### config.mk
export PLATFORM = sky130hd
export DESIGN_NAME = shift_ctrl_flat
export DESIGN_NICKNAME = d
export VERILOG_FILES = /design/src/rtl/shift_ctrl_pkg.sv /design/src/rtl/shift_ctrl_if.sv /design/src/rtl/shift_ctrl_sreg.sv /design/src/rtl/shift_ctrl.sv /design/src/flat_wrapper.sv
export SDC_FILE = /design/constraint.sdc
export NUM_CORES = 1
export LEC_CHECK = 0
export CAP_MARGIN = 20
export CORE_MARGIN = 3
export CORE_UTILIZATION = 54
export CTS_BUF_LIST = sky130_fd_sc_hd__clkbuf_8
export CTS_CLUSTER_SIZE = 10
export DETAILED_ROUTE_END_ITERATION = 7
export GPL_ROUTABILITY_DRIVEN = 0
export HOLD_SLACK_MARGIN = 0.08
export PLACE_DENSITY = 0.86
export SETUP_SLACK_MARGIN = 0.2
export SYNTH_ARGS = -nofsm -noshare
export SYNTH_HDL_FRONTEND = slang
export SYNTH_HIERARCHICAL = 1
export SYNTH_SLANG_ARGS = --single-unit
### constraint.sdc
create_clock -name CLK -period 5 [get_ports CLK]
set_input_delay 0.75 -clock CLK [delete_from_list [all_inputs] [get_ports CLK]]
set_output_delay 0.75 -clock CLK [all_outputs]
set_load 0.02 [all_outputs]
### src/rtl/shift_ctrl_pkg.sv
// shift_ctrl_pkg: shared state encoding and counter sizing helper for shift_ctrl.
// Items: state_t with S_IDLE/S_SHIFT/S_DONE, cnt_w() = clog2 with a 1-bit floor.
package shift_ctrl_pkg;

    typedef logic [1:0] state_t;

    localparam state_t S_IDLE  = 2'd0;
    localparam state_t S_SHIFT = 2'd1;
    localparam state_t S_DONE  = 2'd2;

    function automatic int cnt_w(input int n);
        return (n < 2) ? 1 : $clog2(n);
    endfunction

endpackage

### src/rtl/shift_ctrl_if.sv
// shift_ctrl_if: word-in / serial-out bundle for shift_ctrl.
// Ports: in_data/in_valid/abort (master->slave), in_ready/sout/sout_en/busy/done (slave->master).
interface shift_ctrl_if #(
    parameter int WIDTH = 8
);
    logic [WIDTH-1:0] in_data;
    logic             in_valid;
    logic             in_ready;
    logic             abort;
    logic             sout;
    logic             sout_en;
    logic             busy;
    logic             done;

    modport master (
        output in_data, in_valid, abort,
        input  in_ready, sout, sout_en, busy, done
    );

    modport slave (
        input  in_data, in_valid, abort,
        output in_ready, sout, sout_en, busy, done
    );
endinterface

### src/rtl/shift_ctrl_sreg.sv
// shift_ctrl_sreg: right-shifting word register, LSB is the serial bit.
// Ports: CLK, clr (sync clear, highest priority), load + d, shift, lsb.
module shift_ctrl_sreg #(
    parameter int WIDTH = 8
) (
    input  logic             CLK,
    input  logic             clr,
    input  logic             load,
    input  logic             shift,
    input  logic [WIDTH-1:0] d,
    output logic             lsb
);

    logic [WIDTH-1:0] q;

    always_ff @(posedge CLK) begin
        if (clr) begin
            q <= '0;
        end else if (load) begin
            q <= d;
        end else if (shift) begin
            q <= {1'b0, q[WIDTH-1:1]};
        end
    end

    assign lsb = q[0];

endmodule

### src/rtl/shift_ctrl.sv
// shift_ctrl: serializes a WIDTH-bit word LSB first, each bit held DIV cycles.
// Ports: CLK, RST (sync, active high), bus (shift_ctrl_if.slave). Macro SHIFT_CTRL_PARITY_EN adds an even-parity bit.
module shift_ctrl
    import shift_ctrl_pkg::*;
#(
    parameter int WIDTH = 8,
    parameter int DIV   = 1
) (
    input  logic         CLK,
    input  logic         RST,
    shift_ctrl_if.slave  bus
);

`ifdef SHIFT_CTRL_PARITY_EN
    localparam int NBITS = WIDTH + 1;
`else
    localparam int NBITS = WIDTH;
`endif

    localparam int BW = cnt_w(WIDTH + 2);
    localparam int DW = cnt_w(DIV + 1);

    localparam logic [BW-1:0] BIT_LAST = BW'(NBITS - 1);
    localparam logic [DW-1:0] DIV_LAST = DW'(DIV - 1);

    state_t        state;
    logic [BW-1:0] bit_cnt;
    logic [DW-1:0] div_cnt;
    logic          sreg_lsb;
    logic          sout_bit;

    logic accept;
    logic in_shift;
    logic bit_end;
    logic frame_end;
    logic kill;

    // RST and ABORT both discard the frame; ABORT in IDLE only blocks accept.
    assign kill      = RST || (bus.abort && state != S_IDLE);
    assign accept    = state == S_IDLE && bus.in_valid && !bus.abort;
    assign in_shift  = state == S_SHIFT;
    assign bit_end   = in_shift && div_cnt == DIV_LAST;
    assign frame_end = bit_end && bit_cnt == BIT_LAST;

    shift_ctrl_sreg #(
        .WIDTH (WIDTH)
    ) u_sreg (
        .CLK   (CLK),
        .clr   (kill),
        .load  (accept),
        .shift (bit_end),
        .d     (bus.in_data),
        .lsb   (sreg_lsb)
    );

    // bit_cnt tops out at NBITS after the last bit and holds until the next accept.
    always_ff @(posedge CLK) begin
        if (kill) begin
            state   <= S_IDLE;
            bit_cnt <= '0;
            div_cnt <= '0;
        end else begin
            unique case (state)
                S_IDLE: begin
                    if (accept) begin
                        state   <= S_SHIFT;
                        bit_cnt <= '0;
                        div_cnt <= '0;
                    end
                end
                S_SHIFT: begin
                    if (bit_end) begin
                        div_cnt <= '0;
                        bit_cnt <= bit_cnt + 1'b1;
                        if (frame_end) begin
                            state <= S_DONE;
                        end
                    end else begin
                        div_cnt <= div_cnt + 1'b1;
                    end
                end
                S_DONE: begin
                    state <= S_IDLE;
                end
                default: begin
                    state <= S_IDLE;
                end
            endcase
        end
    end

`ifdef SHIFT_CTRL_PARITY_EN
    logic par_q;

    always_ff @(posedge CLK) begin
        if (kill) begin
            par_q <= 1'b0;
        end else if (accept) begin
            par_q <= ^bus.in_data;
        end
    end

    assign sout_bit = (bit_cnt == BW'(WIDTH)) ? par_q : sreg_lsb;
`else
    assign sout_bit = sreg_lsb;
`endif

    // Outputs are forced low combinationally while RST is held.
    assign bus.sout     = !RST && in_shift && sout_bit;
    assign bus.sout_en  = !RST && in_shift;
    assign bus.busy     = !RST && state != S_IDLE;
    assign bus.done     = !RST && state == S_DONE;
    assign bus.in_ready = !RST && state == S_IDLE;

endmodule

### src/flat_wrapper.sv
// flat-port wrapper written by rule: the top's interface ports become plain ports
module shift_ctrl_flat import shift_ctrl_pkg::*;
#(
    parameter int WIDTH = 8,
    parameter int DIV   = 1
)
  (CLK, RST, bus_in_data, bus_in_valid, bus_abort, bus_in_ready, bus_sout, bus_sout_en, bus_busy, bus_done);
  shift_ctrl_if #(.WIDTH(WIDTH)) bus_i ();
  input  logic CLK;
  input  logic RST;
  input wire logic [$bits(bus_i.in_data)-1:0] bus_in_data;
  input wire logic [$bits(bus_i.in_valid)-1:0] bus_in_valid;
  input wire logic [$bits(bus_i.abort)-1:0] bus_abort;
  output wire logic [$bits(bus_i.in_ready)-1:0] bus_in_ready;
  output wire logic [$bits(bus_i.sout)-1:0] bus_sout;
  output wire logic [$bits(bus_i.sout_en)-1:0] bus_sout_en;
  output wire logic [$bits(bus_i.busy)-1:0] bus_busy;
  output wire logic [$bits(bus_i.done)-1:0] bus_done;
  assign bus_i.in_data = bus_in_data;
  assign bus_i.in_valid = bus_in_valid;
  assign bus_i.abort = bus_abort;
  assign bus_in_ready = bus_i.in_ready;
  assign bus_sout = bus_i.sout;
  assign bus_sout_en = bus_i.sout_en;
  assign bus_busy = bus_i.busy;
  assign bus_done = bus_i.done;
  shift_ctrl #(.WIDTH(WIDTH), .DIV(DIV)) u_core (.CLK(CLK), .RST(RST), .bus(bus_i));
endmodule
==> qor.yml, run 1 <==
worst_setup_slack_before_clock_tree_synthesis_ns: 2.13
grt.busiest_layer: "met2"
post_synth_most_frequent_cells: "15 x dfxtp_1, 7 x a211oi_1, 7 x mux2i_1, 7 x nor2b_1, 4 x a21oi_1"
num_antenna_cells: 0
synthArstFlopShare_pct: 0
finalHoldViolations: 0
holdBufCountCts: 0
postSynthCellCount: 77
boundaryPins: 17
reg2reg_start: "u_core/state[1]$_SDFFE_PP0P_"
intPower_w: 0.000201
netlist_area_sq_um: 722
vias_per_cell: 5.50
floorplan.core_area_sq_mm: 0.00119
die-area_sq_mm: 0.00181
critical_path.top_delay_family: "buffers and inverters"
critical_path.startpoint_type: "primary input"
sequential_cell_total: 15
cp_num_buf_inv: 2
hp-class: "register to register"
run_status: "completed"
enable_flop_cells: 0
==> run 1: cells in the final DEF (no fill, tap or decap) <==
cell             Yosys  routed
or3b_1               2       2
a21oi_2              1       1
nor2_1               3       3
a211oi_1             7       7
nand3_1              3       3
nand2_1              3       3
or4b_2               1       1
nand3b_1             1       1
clkbuf_8             0       3
or2b_1               1       1
dfxtp_1             15      15
ha_1                 1       1
o21ai_0              1       1
o211ai_1             1       1
nand2b_1             2       2
nor4_1               1       1
nor3_1               3       3
nor3b_1              1       1
clkdlybuf4s50_1      0      16
xnor2_1              1       1
nor2b_1              7       7
a21oi_1              4       4
inv_1                3       4
mux2i_1              7       7
o21bai_1             1       1
nor4bb_1             1       1
and2_1               1       1
or3_1                1       1
run_1/wire_density.png
Scale: 10 px per um. The die is cut into 9 by 9 equal tiles; dark purple is low, yellow is high, scaled to the fullest tile. Values are wire area over tile area, all layers added.
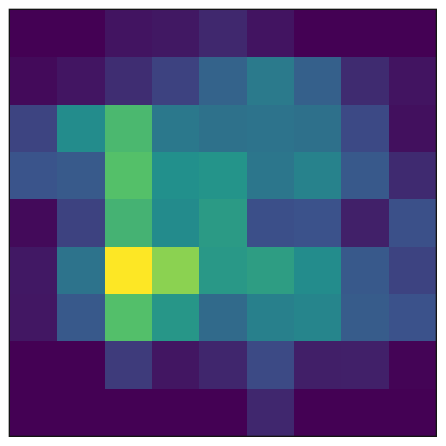
The densest ninth of the die: center. The mean over all tiles is 0.12. 20% of the tiles are nearly empty. 14% of the tiles are over half the peak. The fullest tile reaches 0.48.

run_1/cell_classes.png
Scale: 12 px per um.
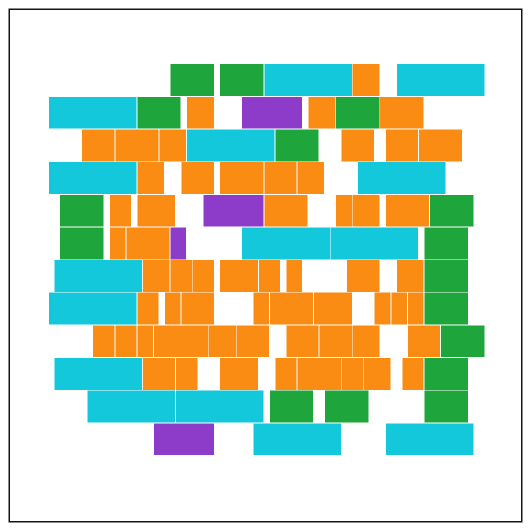
Green is other buffers and delay cells, cells 16, share of their area 18%. Purple is clock drivers and dummy loads, cells 4, share of their area 5.0%. Cyan is flip-flops, cells 15, share of their area 33%. Orange is all other logic, cells 58, share of their area 44%.

run_1/drive_strength.png
Scale: 6 px per um.
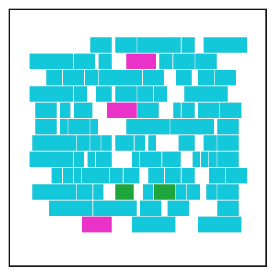
Green is drive 2, cells 2, share 2.2%. Magenta is drive 6 and up, cells 3, share 3.2%, most used clkbuf_8. Cyan is drive 1 or less, cells 88, share 95%, most used clkdlybuf4s50_1.

run_1/met3.png
Scale: 10 px per um. Cells faint in the background.
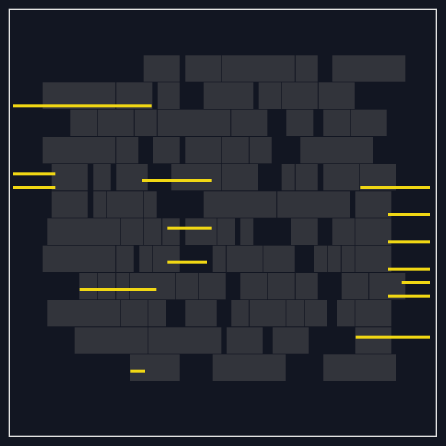
14 nets have wire on it. The longest straight run is 13.6 um. The layer carries 76.4 um of wire. The wires run mostly horizontal.

==> run 2, diff against run 1 <==
CORE_UTILIZATION = 45   (was 54)
PLACE_DENSITY = 0.76   (was 0.86)
clock period = 2.6 ns   (was 5 ns; I/O delays follow)
run_2/final_clocks.png
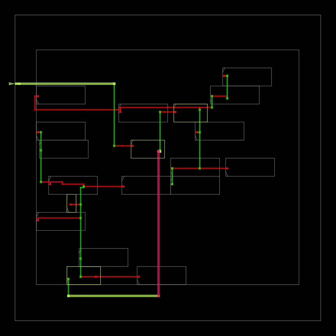
clock tree sinks: 15
seq_cells: 15

run_2/wire_density.png
Scale: 8 px per um. The die is cut into 9 by 9 equal tiles; dark purple is low, yellow is high, scaled to the fullest tile. Values are wire area over tile area, all layers added.
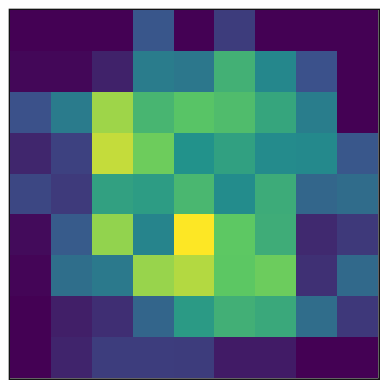
vias: 576
total routed wirelength: 1480 um
average wire per cell in the routed design: 13.7 um
All-Layer GR Usage: 16.4%

run_2/cell_classes.png
Scale: 10 px per um.
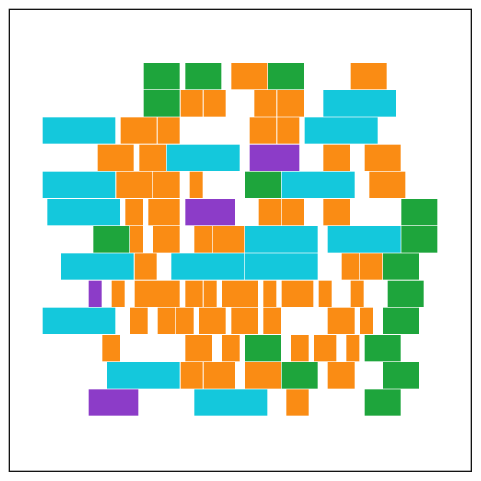
Orange is all other logic, cells 58, share of their area 44%. Purple is clock drivers and dummy loads, cells 4, share of their area 5.0%. Green is other buffers and delay cells, cells 16, share of their area 18%. Cyan is flip-flops, cells 15, share of their area 33%.

==> run 2 against run 1 <==
Net effect: non-clock buffer count unchanged; highest routed layer unchanged; flip-flop count stayed put; critical endpoint unchanged; cell count up 0.93%; clock power grew 93%.
==> qor.yml, run 2 <==
hp-class: "register to register"
share_of_post_route_cells_with_drive_strength_above_1_pct: 5.38
tmin_final_ns: 2.19
num_antenna_cells: 0
postCtsSetupRepairBufs: 0
run_status: "completed"
postSynthCellCount: 77
grt_setup_unrepaired: "no"
number_of_flip_flops_under_the_largest_register_name: 8
critical_path.startpoint_type: "register"
crit_path_max_incr_delay_ns: 0.59
enable_flop_cells: 0
grt_antenna_before_repair: 0
cts_tree: "built"
boundaryPins: 17
vias_per_cell: 5.33
floorplan.core_util_pct: 51.6
floorplan.core_area_sq_mm: 0.00140
fin_area_sq_um: 916
post_synth_most_frequent_cells: "15 x dfxtp_1, 7 x a211oi_1, 7 x mux2i_1, 7 x nor2b_1, 4 x a21oi_1"
tightestPinTransition_ns: 0.547
ys_top_cells_by_area: "dfxtp_1 42%, mux2i_1 9.7%, a211oi_1 7.3%"
synthTopLogicFamily: "simple AND/OR/NAND/NOR gates"
worstSkewPairLatency_ns: 0.24
die-area_sq_mm: 0.00212
final_layout_top_logic_cells: "16 x clkdlybuf4s50_1, 15 x dfxtp_1, 7 x mux2i_1, 7 x nor2b_1, 7 x a211oi_1"
worst_setup_slack_before_clock_tree_synthesis_ns: 0.282
holdBufCountCts: 0
critical_path.top_delay_family: "buffers and inverters"
aoi_share_pct: 14.0
reg2reg_start: "u_core/state[1]$_SDFFE_PP0P_"
detailed_place_hpwl_um: 1070
netlist_area_sq_um: 722
synthArstFlopShare_pct: 0
final_layout_top_logic_cell: "clkdlybuf4s50_1"
core.rowCount: 13
place_area_sq_um: 871
achievable-frequency_mhz: 456
finalHoldViolations: 0
cp_num_buf_inv: 1
synth-cells-yosys: 77
finish.utilization_pct: 65.5
cts.root.buffer_cell: "clkbuf_8"
synth-main-ff-cell: "dfxtp_1"
largest_registers: "u_core/u_sreg/q x8, u_core/bit_cnt x4, u_core/state x2"
crit_cells: 4
run 2: cell counts after synthesis:
No cell type changed its count.
run 2: power breakdown:
group          internal (W)  total [W]  switching (W)  leakage, nW
sequential         0.000242   0.000250     0.00000797        0.122
clock              0.000104   0.000180      0.0000756       0.0269
combinational     0.0000395  0.0000747      0.0000352        0.173
run 2: routing by layer:
metal | global-route usage, % | up-vias | share of wire, %
met5 | 0 | - | 0
met4 | 10.2 | 0 | 1.4
met3 | 4.69 | 2 | 4.5
met2 | 22.5 | 11 | 44
met1 | 22.2 | 257 | 50
li1 | - | 306 | -
run 2: cell type report:
class,instances,area (sq um)
multi-input cells,55,380
fillers,123,483
repair buffers,16,160
clock inverters,1,3.75
flip-flops and latches,15,300
clock buffers,3,41.3
inverters,3,11.3
well taps,15,18.8
==> run 3, diff against run 2 <==
clock period = 1.8 ns   (was 2.6 ns; I/O delays follow)
==> run 3 against run 2 <==
Net effect: sequential power up 45%; power up 55%; largest cell class unchanged; cell count up 11%; global-route usage up 1.9 points; setup slack worse by 0.15 ns; flip-flop count unchanged; highest routed layer unchanged; critical endpoint unchanged; design area up 14%; register-to-register slack worse by 0.40 ns; core utilization up 9.4 points; sequential share of layout area down 4.0 points; non-clock buffer count up 12.
==> qor.yml, run 3 <==
finish.utilization_pct: 74.9
run_status: "completed"
synth-cells-yosys: 77
crit_path_max_incr_delay_ns: 0.34
fillers: 100
wl_met2_um: 822
cts_num_sinks: 15
synthArstFlopShare_pct: 0
comb_share_pct: 41.0
grt.busiest_layer: "met2"
vias_per_cell: 5.38
seq_area_share_pct: 28.8
num_antenna_cells: 0
fin_area_sq_mm: 0.00105
grt_antenna_before_repair: 0
place_area_sq_um: 966
global_route.usage.met3_pct: 5.86
groute.layer.met1.usage_pct: 20.1
power_switching_share_pct: 25.0
cp_num_buf_inv: 1
p_sw_w: 0.000195
num-nonclk-inverters: 3
holdBufCountCts: 0
comb_area_sq_um: 429
detailed_place_hpwl_um: 1110
crit_cells: 4
p_seq_share_pct: 46.3
power.clock.total_w: 0.000269
hp-class: "register to register"
worst_setup_slack_before_clock_tree_synthesis_ns: -0.114
met2_usage_pct: 29.9
number_of_flip_flops_under_the_largest_register_name: 8
worstSkewPairLatency_ns: 0.25
postSynthCellCount: 77
power.sequential.total_w: 0.000363
wl_met3_um: 84
nMultiInputCombCells: 55
largest_class: "logic gates"
final_layout_top_logic_cell: "dfxtp_1"
powerComb_w: 0.000151
route.top_layer_used: "met4"
final_layout_top_logic_cells: "14 x dfxtp_1, 11 x clkdlybuf4s50_1, 11 x buf_4"
top_power_group: "registers"
==> run 3: cell counts after synthesis <==
Identical to the previous run, type by type.
==> run 3: cells by family (layout without fill, tap and decap cells) <==
| logic type | count (synthesis) | in the layout | synth area share, % |
|---|---|---|---|
| xor+xnor | 1 | 1 | 1.21 |
| flops | 15 | 15 | 41.6 |
| fa+ha+maj | 1 | 1 | 1.73 |
| compound gates | 15 | 15 | 14.0 |
| buf+inv | 7 | 35 | 5.72 |
| simple gates | 31 | 31 | 26.0 |
| mux | 7 | 7 | 9.71 |
==> run 3: worst reg2reg max path, delay by kind of cell, from the launching register on <==
family | cells | cell delay [ns]
and+or+nand+nor | 1 | 0.41
buffers and inverters | 3 | 0.35
DFF | 1 | 0.33
muxes | 1 | 0.23
AOI/OAI and AO/OA | 1 | 0.09
run_3/cell_classes.png
Scale: 10 px per um.
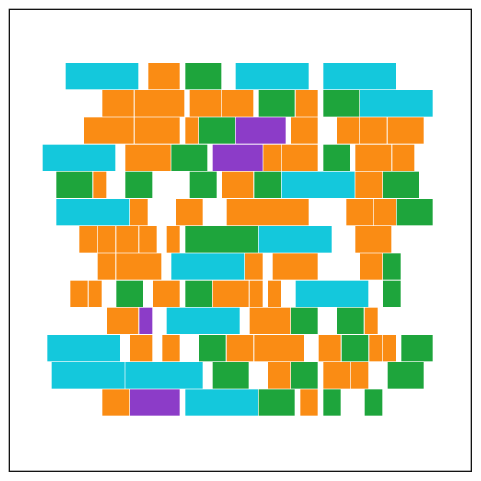
Green is other buffers and delay cells, cells 28, share of their area 23%. Purple is clock drivers and dummy loads, cells 4, share of their area 4.4%. Cyan is flip-flops, cells 15, share of their area 29%. Orange is all other logic, cells 58, share of their area 43%.

run_3/wire_density.png
Scale: 8 px per um. The die is cut into 9 by 9 equal tiles; dark purple is low, yellow is high, scaled to the fullest tile. Values are wire area over tile area, all layers added.
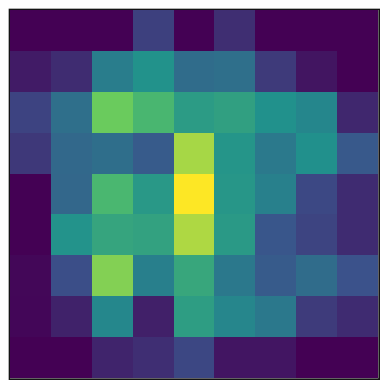
25% of the tiles are over half the peak. The emptiest ninth of the die: upper right. The mean over all tiles is 0.13.
vias: 645
All-Layer GR Usage: 18.3%
average wire per cell in the routed design: 14.0 um
total routed wirelength: 1670 um

run_3/drive_strength.png
Scale: 6 px per um.
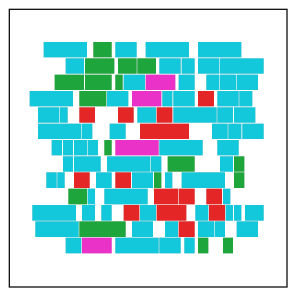
Red is drive 3 to 4, cells 14, share 13%, most used buf_4. Green is drive 2, cells 17, share 16%, most used clkbuf_2. Cyan is drive 1 or less, cells 70, share 67%, most used dfxtp_1. Magenta is drive 6 and up, cells 4, share 3.8%, most used clkbuf_8.
min setup slack post-route: 0.258 ns
count of buffers not belonging to the clock network in the layout: 28

No activity file was given, so power comes from the tool's default toggle rates.
